**config.mk**
```make
export PLATFORM = sky130hd
export DESIGN_NAME = key_encoder_83
export DESIGN_NICKNAME = d
export VERILOG_FILES = /design/src/rtl/key_defs.sv /design/src/rtl/sync_fifo.sv /design/src/rtl/key_encoder_83.sv
export SDC_FILE = /design/constraint.sdc
export NUM_CORES = 1
export LEC_CHECK = 0
export CORE_ASPECT_RATIO = 0.6
export CORE_MARGIN = 2
export CORE_UTILIZATION = 40
export DETAILED_ROUTE_END_ITERATION = 8
export GPL_ROUTABILITY_DRIVEN = 1
export PLACE_DENSITY_LB_ADDON = 0.2
export RECOVER_POWER = 50
export SYNTH_ARGS = -nofsm -noshare
export SYNTH_HDL_FRONTEND = slang
export SYNTH_SLANG_ARGS = --single-unit
```
**constraint.sdc**
```tcl
create_clock -name clk -period 3.24 [get_ports clk]
set_clock_uncertainty 0.2 [all_clocks]
set_input_delay 0.648 -clock clk [delete_from_list [all_inputs] [get_ports clk]]
set_output_delay 0.648 -clock clk [all_outputs]
set_load 0.05 [all_outputs]
```
**src/rtl/key_defs.sv**
```systemverilog
// key_defs: shared sizes, debounce FSM encoding and priority helper for key_encoder_83
package key_defs;
  localparam int NUM_KEYS = 8;
  localparam int KEY_CODE_W = 3;
  localparam int KEY_FIFO_DEPTH = 4;
  localparam logic [0:0] S_IDLE = 1'b0;
  localparam logic [0:0] S_COUNT = 1'b1;
  // Lowest set index wins, so key 0 has the highest priority
  function automatic logic [KEY_CODE_W-1:0] lowest_set(input logic [NUM_KEYS-1:0] v);
    lowest_set = '0;
    for (int i = NUM_KEYS - 1; i >= 0; i--) if (v[i]) lowest_set = KEY_CODE_W'(i);
  endfunction
endpackage

```
**src/rtl/sync_fifo.sv**
```systemverilog
// sync_fifo: first-word-fall-through queue; depth must be a power of two
module sync_fifo #(
  parameter int W = 3,
  parameter int D = 4
) (
  input  logic         clk,
  input  logic         rst,
  input  logic         push,
  input  logic         pop,
  input  logic [W-1:0] din,
  output logic [W-1:0] head,
  output logic         full,
  output logic         empty
);
  localparam int AW = $clog2(D);
  logic [W-1:0] mem [D];
  logic [AW-1:0] wp, rp;
  logic [AW:0] cnt;
  logic do_push, do_pop;
  assign full = cnt == (AW + 1)'(D);
  assign empty = cnt == '0;
  assign head = empty ? '0 : mem[rp];
  assign do_pop = pop & ~empty;
  // A pop frees the head slot in the same edge, so a full queue may still accept
  assign do_push = push & (~full | do_pop);
  always_ff @(posedge clk) if (do_push) mem[wp] <= din;
  always_ff @(posedge clk) begin
    if (rst) begin
      wp <= '0;
      rp <= '0;
      cnt <= '0;
    end else begin
      if (do_push) wp <= wp + AW'(1);
      if (do_pop) rp <= rp + AW'(1);
      cnt <= cnt + (AW + 1)'(do_push) - (AW + 1)'(do_pop);
    end
  end
endmodule

```
**src/rtl/key_encoder_83.sv**
```systemverilog
// key_encoder_83: debounced 8-to-3 priority encoder for active-low keys with a 4-entry event FIFO
module key_encoder_83
  import key_defs::*;
#(
  parameter int DB_CYCLES = 1000000
) (
  input  logic                  clk,
  input  logic                  rst,
  input  logic [NUM_KEYS-1:0]   key_n,
  output logic [KEY_CODE_W-1:0] code,
  output logic                  valid,
  input  logic                  ready,
  output logic [NUM_KEYS-1:0]   pressed,
  output logic                  overflow
);
  localparam int CW = $clog2(DB_CYCLES);
  logic [NUM_KEYS-1:0] s1, s2, cand, cand_q, new_keys;
  logic [0:0] state;
  logic [CW-1:0] cnt;
  logic push_q, pop, full, empty;
  logic [KEY_CODE_W-1:0] push_code;
  assign cand = ~s2;
  assign new_keys = cand & ~pressed;
  assign valid = ~empty;
  assign pop = valid & ready;
  always_ff @(posedge clk) begin
    if (rst) begin
      s1 <= '1;
      s2 <= '1;
      cand_q <= '0;
      state <= S_IDLE;
      cnt <= '0;
      pressed <= '0;
      push_q <= 1'b0;
      push_code <= '0;
      overflow <= 1'b0;
    end else begin
      s1 <= key_n;
      s2 <= s1;
      cand_q <= cand;
      push_q <= 1'b0;
      overflow <= push_q & full & ~pop;
      if (state == S_IDLE) begin
        cnt <= '0;
        if (cand != pressed) state <= S_COUNT;
      end else if (cand == pressed) begin
        state <= S_IDLE;
        cnt <= '0;
      end else if (cand != cand_q) begin
        cnt <= '0;
      end else if (cnt == CW'(DB_CYCLES - 2)) begin
        // The entry edge counts as the first stable sample, hence terminal at DB_CYCLES-2
        pressed <= cand;
        state <= S_IDLE;
        cnt <= '0;
        push_q <= |new_keys;
        push_code <= lowest_set(new_keys);
      end else begin
        cnt <= cnt + CW'(1);
      end
    end
  end
  sync_fifo #(.W(KEY_CODE_W), .D(KEY_FIFO_DEPTH)) u_fifo (
    .clk(clk),
    .rst(rst),
    .push(push_q),
    .pop(pop),
    .din(push_code),
    .head(code),
    .full(full),
    .empty(empty)
  );
endmodule
```
Run 1, cells coloured by class:
Drawn at 3 px/um.
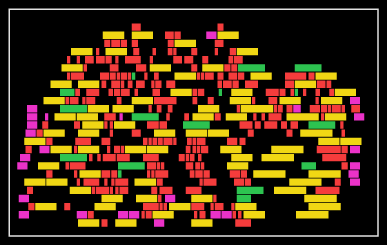
legend:
  flops:
    colour: yellow
    cells: 79
  combinational and other logic:
    colour: red
    cells: 231
  clock drivers and dummy loads:
    colour: green
    cells: 16
  other buffers and delay cells:
    colour: magenta
    cells: 26

Run 1, placement view:
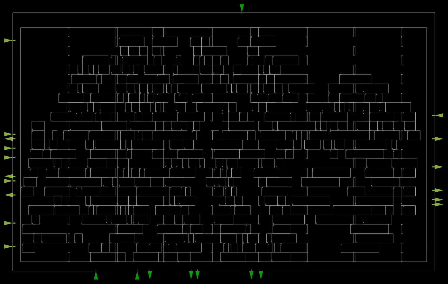
post-layout instance count excluding filler cells: 460
placeable core region: 8010 um2
number of flip-flops and latches: 79

Run 1, routed metal, one colour a layer:
Drawn at 4 px/um. Only two layers are drawn.
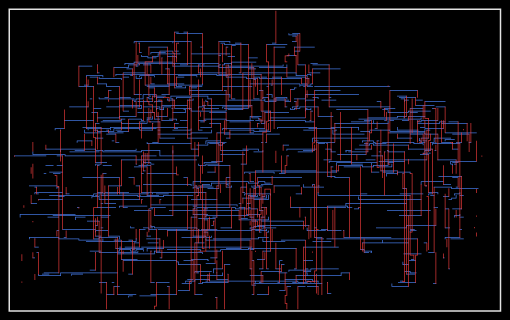
legend:
  metal 1:
    colour: blue
    wire_length: 3,050 um
  metal 2:
    colour: red
    wire_length: 2,350 um

==> results.sh, run 1 <==
# source this file to load flow results
export IMPL_flip_flop_count_of_the_largest_register_after_layout=20
export IMPL_depth_of_the_worst_register_to_register_path=5
export IMPL_viasPerCell=4.69
export IMPL_peakVddDrop_mv=0.289
export IMPL_crit_buf_inv=1
export IMPL_power_frac_comb=0.105
export IMPL_cts_sink_count=79
export IMPL_hold_end="s2[2]"
export IMPL_yosys_area_share_simple=0.234
export IMPL_num_antenna_cells=0
export IMPL_die_w_um=122
export IMPL_outcome="finished clean"
export IMPL_post_synth_inst_count=321
export IMPL_most_common_cell="sky130_fd_sc_hd__dfxtp_1"
export IMPL_yosysTopAreaCellShare=0.398
export IMPL_wl_met1_um=3050
export IMPL_htree_levels=3
export IMPL_grt_pass1_wl_um=9640
export IMPL_mappedNetlistArea_um2=3370
export IMPL_layout_worst_path_cycle_share=0.908
export IMPL_biggestRegsByFlops="cnt (20), u_fifo.mem (12)"
export IMPL_setup_slack_reg_to_reg_ns=0.86
export IMPL_total_power_mw=2.24
export IMPL_clock_insertion_delay_at_the_later_pin_of_the_skew_report_ns=0.33
export IMPL_worst_r2r_endpoint="cnt[7]"
export IMPL_routed_vias=2158
export IMPL_die_span_in_y_um=75.1
export IMPL_setup_violations=0
export IMPL_grt_use_met3=0.0508
export IMPL_cp_depth=3
export IMPL_tritoncts_num_buffers=9
export IMPL_grt_pass1_vias=2063
export IMPL_ys_seq_frac=0.505
export IMPL_post_place_ws_ns=0.216
export IMPL_wl_met2_um=2350
export IMPL_yosysWarnings=0
export IMPL_max_stage_delay_ns=0.69
export IMPL_power_leakage_nw=1.59
export IMPL_design_final_nets=374
export IMPL_synth_largest_area_cell="sky130_fd_sc_hd__dfxtp_1"
export IMPL_synth_lib_cells_used_distinct=42
export IMPL_post_cts_repair_setup_buffers=0
export IMPL_clock_fmax_mhz=340
export IMPL_min_period_ns=2.94
export IMPL_areaGrowthSynthToFinish_pct=17.4
export IMPL_postRouteWirelength_um=5770
export IMPL_crit_path_cell_trace="mux4_2 > and2_1 > clkdlybuf4s50_1"
export IMPL_tool_warnings=30
export IMPL_top_logic_cell_family_in_the_synthesized_netlist="simple AND/OR/NAND/NOR gates"
export IMPL_globalRouteMet2Util=0.204
export IMPL_grt_util_met1=0.187
export IMPL_globalRoute_busiestLayer="met2"
export IMPL_ys_area_um2=3370
export IMPL_grt_max_degree=31
export IMPL_number_of_cells_in_the_yosys_synthesis_report=321
export IMPL_drc=0
export IMPL_setup_worst_path_end_class="output pin"
export IMPL_internal_power_summed_over_all_cells_mw=1.72
export IMPL_worst_pin_slew_ns=1.26
export IMPL_holdPathStages=1
export IMPL_root_buffer="sky130_fd_sc_hd__clkbuf_16"
export IMPL_path_clk_slew_ns=0.06
export IMPL_ys_dominant_reg_cell="sky130_fd_sc_hd__dfxtp_1"
export IMPL_max_slew_margin_rel=0.159
export IMPL_ys_seq_elements=79
export IMPL_cts_resized=0
export IMPL_syn_mean_instance_area_um2=10.5
export IMPL_critical_path_slowest_cell="sky130_fd_sc_hd__clkdlybuf4s50_1"
export IMPL_ys_async_sr_fraction=0
export IMPL_post_synth_fa_ha_maj_area_fraction=0.0617
export IMPL_groute_usage_overall=0.139
export IMPL_layout_top_cell="sky130_fd_sc_hd__dfxtp_1"
export IMPL_p_switching_mw=0.520
export IMPL_maxCapViolCount=0
export IMPL_timing_max_transition_violations_final=0
export IMPL_final_layout_size_suffix_gt1_frac=0.151
==> run 1: layout make-up <==
cell class,instances,area [um2]
inverters,22,82.6
multi-input cells,209,1510
well taps,108,135
flip-flops and latches,79,1700
fillers,761,4060
clock buffers,16,282
repair buffers,26,245
==> run 1: power by group through the flow <==
stage	sequential (mW)	combinational, mW	clock [mW]
after floorplan	1.08	0.183	0
after global placement	1.08	0.238	0
after detailed placement	1.09	0.239	0
after CTS	1.06	0.241	0.968
after global routing	1.07	0.268	1.01
final	1.06	0.236	0.943
Run 1, M3 wires:
Drawn at 4 px/um.
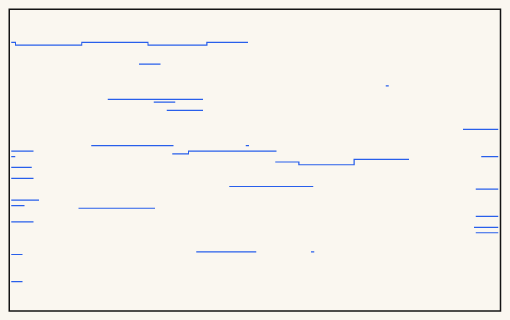

==> run 1 -> run 2 <==
--- a/config.mk
+++ b/config.mk
@@ -6,7 +6,7 @@
 export NUM_CORES = 1
 export LEC_CHECK = 0
 export CORE_ASPECT_RATIO = 0.6
-export CORE_MARGIN = 2
+export CORE_MARGIN = 4
 export CORE_UTILIZATION = 40
 export DETAILED_ROUTE_END_ITERATION = 8
 export GPL_ROUTABILITY_DRIVEN = 1
Run 2, M3 wires:
Drawn at 3 px/um.
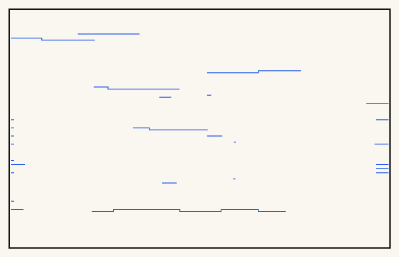
nets with wire on the layer: 19
share of all routed wire: 4.5%
wire length on this layer: 257 um

==> run 2 against run 1 <==
- fmax fell by 1.0%
- register-to-register slack got worse by 0.06 ns
- global-route usage decreased by 1.3 points
- combinational power is essentially flat
- clock-buffer cell count down 5
- cell area grew 1.6%
- power up 8.3%
- critical path depth did not move
- sequential share of layout area decreased by 0.70 points
==> results.sh, run 2 <==
# source this file to load flow results
export IMPL_outcome="finished clean"
export IMPL_drc=0
export IMPL_num_antenna_cells=0
export IMPL_viasPerCell=4.62
export IMPL_power_frac_comb=0.098
export IMPL_layout_top_cell="sky130_fd_sc_hd__dfxtp_1"
export IMPL_yosysTopAreaCellShare=0.398
export IMPL_globalRoute_busiestLayer="met1"
export IMPL_clock_power_mw=1.13
export IMPL_groute_usage_overall=0.126
export IMPL_placeableCoreArea_um2=8040
export IMPL_biggestRegsByFlops="cnt (20), u_fifo.mem (12)"
export IMPL_worst_pin_slew_ns=1.07
export IMPL_ys_area_um2=3370
export IMPL_root_buffer="sky130_fd_sc_hd__clkbuf_16"
export IMPL_placed_area_um2=3700
export IMPL_clock_fmax_mhz=336
export IMPL_syn_nets=348
export IMPL_combGateArea_um2=1510
export IMPL_power_leakage_nw=1.62
export IMPL_timing_max_transition_violations_final=0
export IMPL_count_of_non_cts_inverters_in_the_layout=22
export IMPL_clock_insertion_delay_at_the_later_pin_of_the_skew_report_ns=0.34
export IMPL_crit_path_cell_trace="mux4_2 > and2_1 > clkdlybuf4s50_1"
export IMPL_worstSetupStartpointType="register"
export IMPL_comb_share=0.376
export IMPL_layout_worst_path_cycle_share=0.918
export IMPL_area_share_sequential=0.424
export IMPL_ys_dominant_reg_cell="sky130_fd_sc_hd__dfxtp_1"
export IMPL_final_layout_size_suffix_gt1_frac=0.165
export IMPL_post_cts_repair_setup_buffers=0
export IMPL_flip_flop_and_latch_power_mw=1.06
export IMPL_tritoncts_num_buffers=9
export IMPL_total_power_mw=2.43
export IMPL_totalNegativeSetupSlack_ns=0
export IMPL_setup_violations=0
export IMPL_internal_power_summed_over_all_cells_mw=1.88
export IMPL_min_period_ns=2.97
export IMPL_power_top_consumer="clock"
export IMPL_die_span_in_y_um=79.1
export IMPL_synth_largest_area_cell="sky130_fd_sc_hd__dfxtp_1"
export IMPL_flops=79
export IMPL_syn_mean_instance_area_um2=10.5
export IMPL_buffers_excl_clock=26
export IMPL_clockNetworkAreaShare=0.0850
export IMPL_clock_buffer_count=11
export IMPL_design_final_nets=374
export IMPL_worstSetupPathType="register to output pin"
export IMPL_path_clk_slew_ns=0.06
export IMPL_wl_met1_um=3160
export IMPL_post_layout_nonfiller_instances=460
export IMPL_setup_slack_reg_to_reg_ns=0.80
export IMPL_synth_lib_cells_used_distinct=42
export IMPL_ys_seq_frac=0.505
export IMPL_number_of_cells_in_the_yosys_synthesis_report=321
export IMPL_ys_seq_elements=79
export IMPL_crit_buf_inv=1
export IMPL_flip_flop_count_of_the_largest_register_after_layout=20
export IMPL_p_switching_mw=0.549
export IMPL_max_stage_delay_ns=0.69
export IMPL_grt_pass1_vias=1958
export IMPL_biggestCellCategory="registers"
export IMPL_total_gr_overflow=0
export IMPL_cts_sink_count=79
export IMPL_peakVddDrop_mv=0.307
export IMPL_floorplan_tapcells=108
export IMPL_grt_use_met3=0.0685
export IMPL_tritoncts="built"
export IMPL_area_sequential_um2=1700
export IMPL_grt_max_degree=27
export IMPL_setup_worst_path_end_class="output pin"
export IMPL_grt_pass1_wl_um=9650
export IMPL_comb_multi_input_count=209
export IMPL_postRouteWirelength_um=5750
export IMPL_final_util=0.500
export IMPL_tool_warnings=30
export IMPL_grt_util_met1=0.174
export IMPL_gp_congestion=0.757
export IMPL_max_slew_margin_rel=0.289
export IMPL_cts_resized=0
export IMPL_hpwlAfterDp_um=4170
export IMPL_cts_hold_buffers=0
export IMPL_wl_met2_um=2270
export IMPL_post_drt_wl_per_cell_um=12.5
export IMPL_filler_cell_count_in_the_final_layout=729
export IMPL_most_common_cell="sky130_fd_sc_hd__dfxtp_1"
export IMPL_htree_levels=3
export IMPL_final_nonclk_buf_share=0.0611
export IMPL_areaGrowthSynthToFinish_pct=19.3
export IMPL_globalRouteMet2Util=0.167
export IMPL_ys_async_sr_fraction=0
export IMPL_power_attributed_to_combinational_cells_mw=0.238
export IMPL_critical_path_slowest_cell="sky130_fd_sc_hd__clkdlybuf4s50_1"
export IMPL_maxCapViolCount=0
export IMPL_post_synth_inst_count=321
export IMPL_yosysWarnings=0
export IMPL_die_w_um=126
export IMPL_mappedNetlistArea_um2=3370
export IMPL_routed_vias=2124
Run 2, cells coloured by class:
Drawn at 2 px/um.
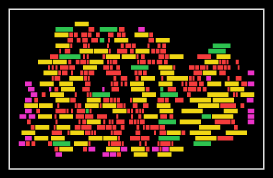
legend:
  other buffers and delay cells:
    colour: magenta
    cells: 26
  clock drivers and dummy loads:
    colour: green
    cells: 16
  combinational and other logic:
    colour: red
    cells: 231
  flops:
    colour: yellow
    cells: 79

run 2: through the flow:
stage | setup slack (ns) | hold slack [ns]
final | 0.266 | 0.206
after global placement | 0.234 | 0.191
after floorplan | 0.664 | 0.189
after detailed placement | 0.212 | 0.195
after global routing | 0.169 | 0.217
after CTS | 0.231 | 0.208
run 2: final timing paths:
path,startpoint,to,depth (start not counted)
hold / removal,s1[5],s2[5],1
setup reg to reg,cnt[9],pressed[5],5
hold reg to reg,s1[5],s2[5],1
setup / recovery,register,code[1],3
run 2: kinds of logic after synthesis:
family / synth area share
compound gates: 0.0156
xor+xnor: 0.0780
fa+ha+maj: 0.0617
buf+inv: 0.0416
flops: 0.505
mux: 0.0635
simple gates: 0.234
==> run 2 -> run 3 <==
--- a/config.mk
+++ b/config.mk
@@ -10,6 +10,7 @@
 export CORE_UTILIZATION = 40
 export DETAILED_ROUTE_END_ITERATION = 8
 export GPL_ROUTABILITY_DRIVEN = 1
+export HOLD_SLACK_MARGIN = 0.12
 export PLACE_DENSITY_LB_ADDON = 0.2
 export RECOVER_POWER = 50
 export SYNTH_ARGS = -nofsm -noshare
Run 3, M3 wires:
Drawn at 3 px/um.
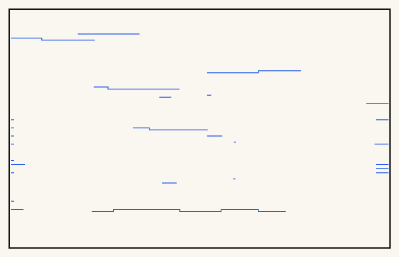
wire length on this layer: 257 um
main direction: horizontal
nets with wire on the layer: 19
longest straight run: 23.7 um
share of all routed wire: 4.5%

Run 3, placement view:
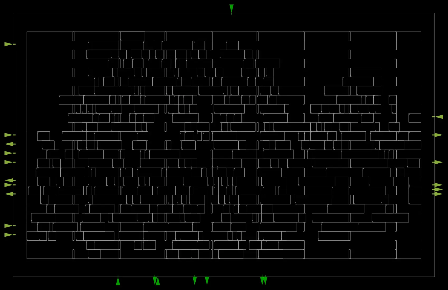
# Taps: 108
filler cell count in the final layout: 729
FP Rows: 25
Seq/total area: 0.424

==> run 3 against run 2 <==
- wire length did not move
- first-iteration DRC count did not move
- largest power group unchanged
- via count did not move
- hold slack did not move
- global-route usage did not move
- core utilization did not move
- critical path depth did not move
- cell area did not move
==> results.sh, run 3 <==
# source this file to load flow results
export IMPL_buffers_excl_clock=26
export IMPL_yosys_top_cells_area="sky130_fd_sc_hd__dfxtp_1 40%, sky130_fd_sc_hd__edfxtp_1 11%, sky130_fd_sc_hd__xor2_1 6.0%, sky130_fd_sc_hd__ha_1 5.6%, sky130_fd_sc_hd__nor2_1 4.5%"
export IMPL_flops=79
export IMPL_initialDrtViolationCount=99
export IMPL_yosysWarnings=0
export IMPL_routed_top_layer="met4"
export IMPL_ys_seq_elements=79
export IMPL_cts_sink_count=79
export IMPL_areaGrowthSynthToFinish_pct=19.3
export IMPL_yosys_area_share_simple=0.234
export IMPL_final_nonclk_buf_share=0.0611
export IMPL_grt_max_degree=27
export IMPL_maxCapViolCount=0
export IMPL_worstSetupPathType="register to output pin"
export IMPL_outcome="finished clean"
export IMPL_num_antenna_cells=0
export IMPL_tritoncts="built"
export IMPL_power_leakage_nw=1.62
export IMPL_synth_edff_count=12
export IMPL_wl_met2_um=2270
export IMPL_crit_buf_inv=1
export IMPL_groute_usage_overall=0.126
export IMPL_die_span_in_y_um=79.1
export IMPL_cts_buffer_depth=2
export IMPL_globalRoute_busiestLayer="met1"
export IMPL_post_cts_repair_setup_buffers=0
export IMPL_grt_pass1_vias=1958
export IMPL_totalNegativeSetupSlack_ns=0
export IMPL_placeableCoreArea_um2=8040
export IMPL_number_of_cells_in_the_yosys_synthesis_report=321
export IMPL_comb_multi_input_count=209
export IMPL_yosysTopAreaCellShare=0.398
export IMPL_worst_hold_startpoint="s1[5]"
export IMPL_top_library_cells_by_usage_in_the_layout_fill_and_taps_aside="67 x sky130_fd_sc_hd__dfxtp_1, 40 x sky130_fd_sc_hd__nor2_1, 23 x sky130_fd_sc_hd__xor2_1, 22 x sky130_fd_sc_hd__inv_1, 22 x sky130_fd_sc_hd__clkdlybuf4s50_1"
export IMPL_dr_pass1_iters=4
export IMPL_timing_max_transition_violations_final=0
export IMPL_met3_length_um=256
export IMPL_worst_pin_slew_ns=1.07
export IMPL_grt_use_met3=0.0685
export IMPL_htree_levels=3
export IMPL_layout_top_cell="sky130_fd_sc_hd__dfxtp_1"
export IMPL_post_layout_nonfiller_instances=460
export IMPL_top_cells_by_count="67 x sky130_fd_sc_hd__dfxtp_1, 40 x sky130_fd_sc_hd__nor2_1, 23 x sky130_fd_sc_hd__xor2_1"
export IMPL_clock_insertion_delay_at_the_later_pin_of_the_skew_report_ns=0.34
export IMPL_hpwlAfterDp_um=4170
export IMPL_cts_hold_buffers=0
export IMPL_min_period_ns=2.97
export IMPL_tritoncts_num_buffers=9
export IMPL_worst_r2r_startpoint="cnt[9]"
export IMPL_root_buffer="sky130_fd_sc_hd__clkbuf_16"
export IMPL_post_drt_wl_per_cell_um=12.5
export IMPL_post_synth_inst_count=321
export IMPL_biggestRegsByFlops="cnt (20), u_fifo.mem (12)"
export IMPL_cts_resized=0
export IMPL_flip_flop_count_of_the_largest_register_after_layout=20
export IMPL_clock_buffer_count=11
export IMPL_worst_ep_required_time_ns=2.39
export IMPL_count_of_non_cts_inverters_in_the_layout=22
export IMPL_die_w_um=126
export IMPL_ys_async_sr_fraction=0
export IMPL_synth_mux_area_fraction=0.0635
export IMPL_initial_utilization=0.419
export IMPL_grt_pass1_wl_um=9650
export IMPL_mappedNetlistArea_um2=3370
export IMPL_final_layout_size_suffix_gt1_frac=0.165
export IMPL_syn_mean_instance_area_um2=10.5
export IMPL_peakVddDrop_mv=0.307
export IMPL_critical_path_max_fanout=3
export IMPL_design_final_nets=374
export IMPL_total_gr_overflow=0
export IMPL_critical_path_slowest_cell="sky130_fd_sc_hd__clkdlybuf4s50_1"
export IMPL_routed_vias=2124
export IMPL_postRouteWirelength_um=5750
export IMPL_cp_data_arrival_time_ns=2.13
export IMPL_drc=0
export IMPL_grt_util_met1=0.174
export IMPL_layout_worst_path_cycle_share=0.918
export IMPL_worstSetupStartpointType="register"
export IMPL_globalRouteMet2Util=0.167
export IMPL_combGateArea_um2=1510
export IMPL_comb_share=0.376
export IMPL_crit_family="buffers and inverters"
export IMPL_number_of_instances_in_the_placed_design=444
export IMPL_gp_congestion=0.757
export IMPL_grt_antenna_before_repair=0
export IMPL_die_area_um2=10000
export IMPL_synth_lib_cells_used_distinct=42
export IMPL_post_synth_fa_ha_maj_area_fraction=0.0617
export IMPL_clockNetworkAreaShare=0.0850
export IMPL_max_stage_delay_ns=0.69
export IMPL_top_register="cnt"
export IMPL_setup_violations=0
export IMPL_biggestCellCategory="registers"
export IMPL_final_antenna_net_count=0
export IMPL_max_slew_margin_rel=0.289
export IMPL_crit_path_cell_trace="mux4_2 > and2_1 > clkdlybuf4s50_1"
export IMPL_ys_seq_frac=0.505
export IMPL_ys_dominant_reg_cell="sky130_fd_sc_hd__dfxtp_1"
export IMPL_area_sequential_um2=1700
export IMPL_wl_met1_um=3160
export IMPL_most_common_cell="sky130_fd_sc_hd__dfxtp_1"
export IMPL_top_logic_cell_family_in_the_synthesized_netlist="simple AND/OR/NAND/NOR gates"
export IMPL_viasPerCell=4.62
export IMPL_tool_warnings=30
export IMPL_syn_nets=348
export IMPL_p_per_area_nw_per_um2=605
export IMPL_placed_area_um2=3700
export IMPL_synth_largest_area_cell="sky130_fd_sc_hd__dfxtp_1"
export IMPL_clock_fmax_mhz=336
export IMPL_yosys_area_share_xor_xnor=0.0780
export IMPL_setup_worst_path_end_class="output pin"
export IMPL_port_buffers=23
export IMPL_area_of_all_placed_cells_without_fillers_um2=4020
export IMPL_ys_area_um2=3370
export IMPL_worst_hold_path_type="register to register"
export IMPL_path_clk_slew_ns=0.06
export IMPL_synthAoiAreaFrac=0.0156
export IMPL_final_hold_viol_count=0
==> run 3: per-stage QoR <==
stage,total power [mW],hold slack (ns),util,setup slack [ns]
final,2.43,0.206,0.500,0.266
after global routing,2.53,0.217,0.500,0.169
after CTS,2.46,0.208,0.502,0.231
after detailed placement,1.33,0.195,0.460,0.212
after global placement,1.32,0.191,0.460,0.234
after floorplan,1.26,0.189,-,0.664
==> run 3: report_power, final <==
part	total, mW	leakage [nW]	switching (mW)	internal, mW
clock network	1.13	0.167	0.390	0.739
registers	1.06	0.685	0.0295	1.03
logic	0.238	0.768	0.129	0.108
==> run 3: path summary, 6_finish.rpt <==
kind | to | cells after the start | slack [ns]
hold reg to reg | s2[5] | 1 | 0.21
setup / recovery | code[1] | 3 | 0.27
hold / removal | s2[5] | 1 | 0.21
setup reg to reg | pressed[5] | 5 | 0.80
Power figures rest on the tool's default switching activity, not on a simulated workload.
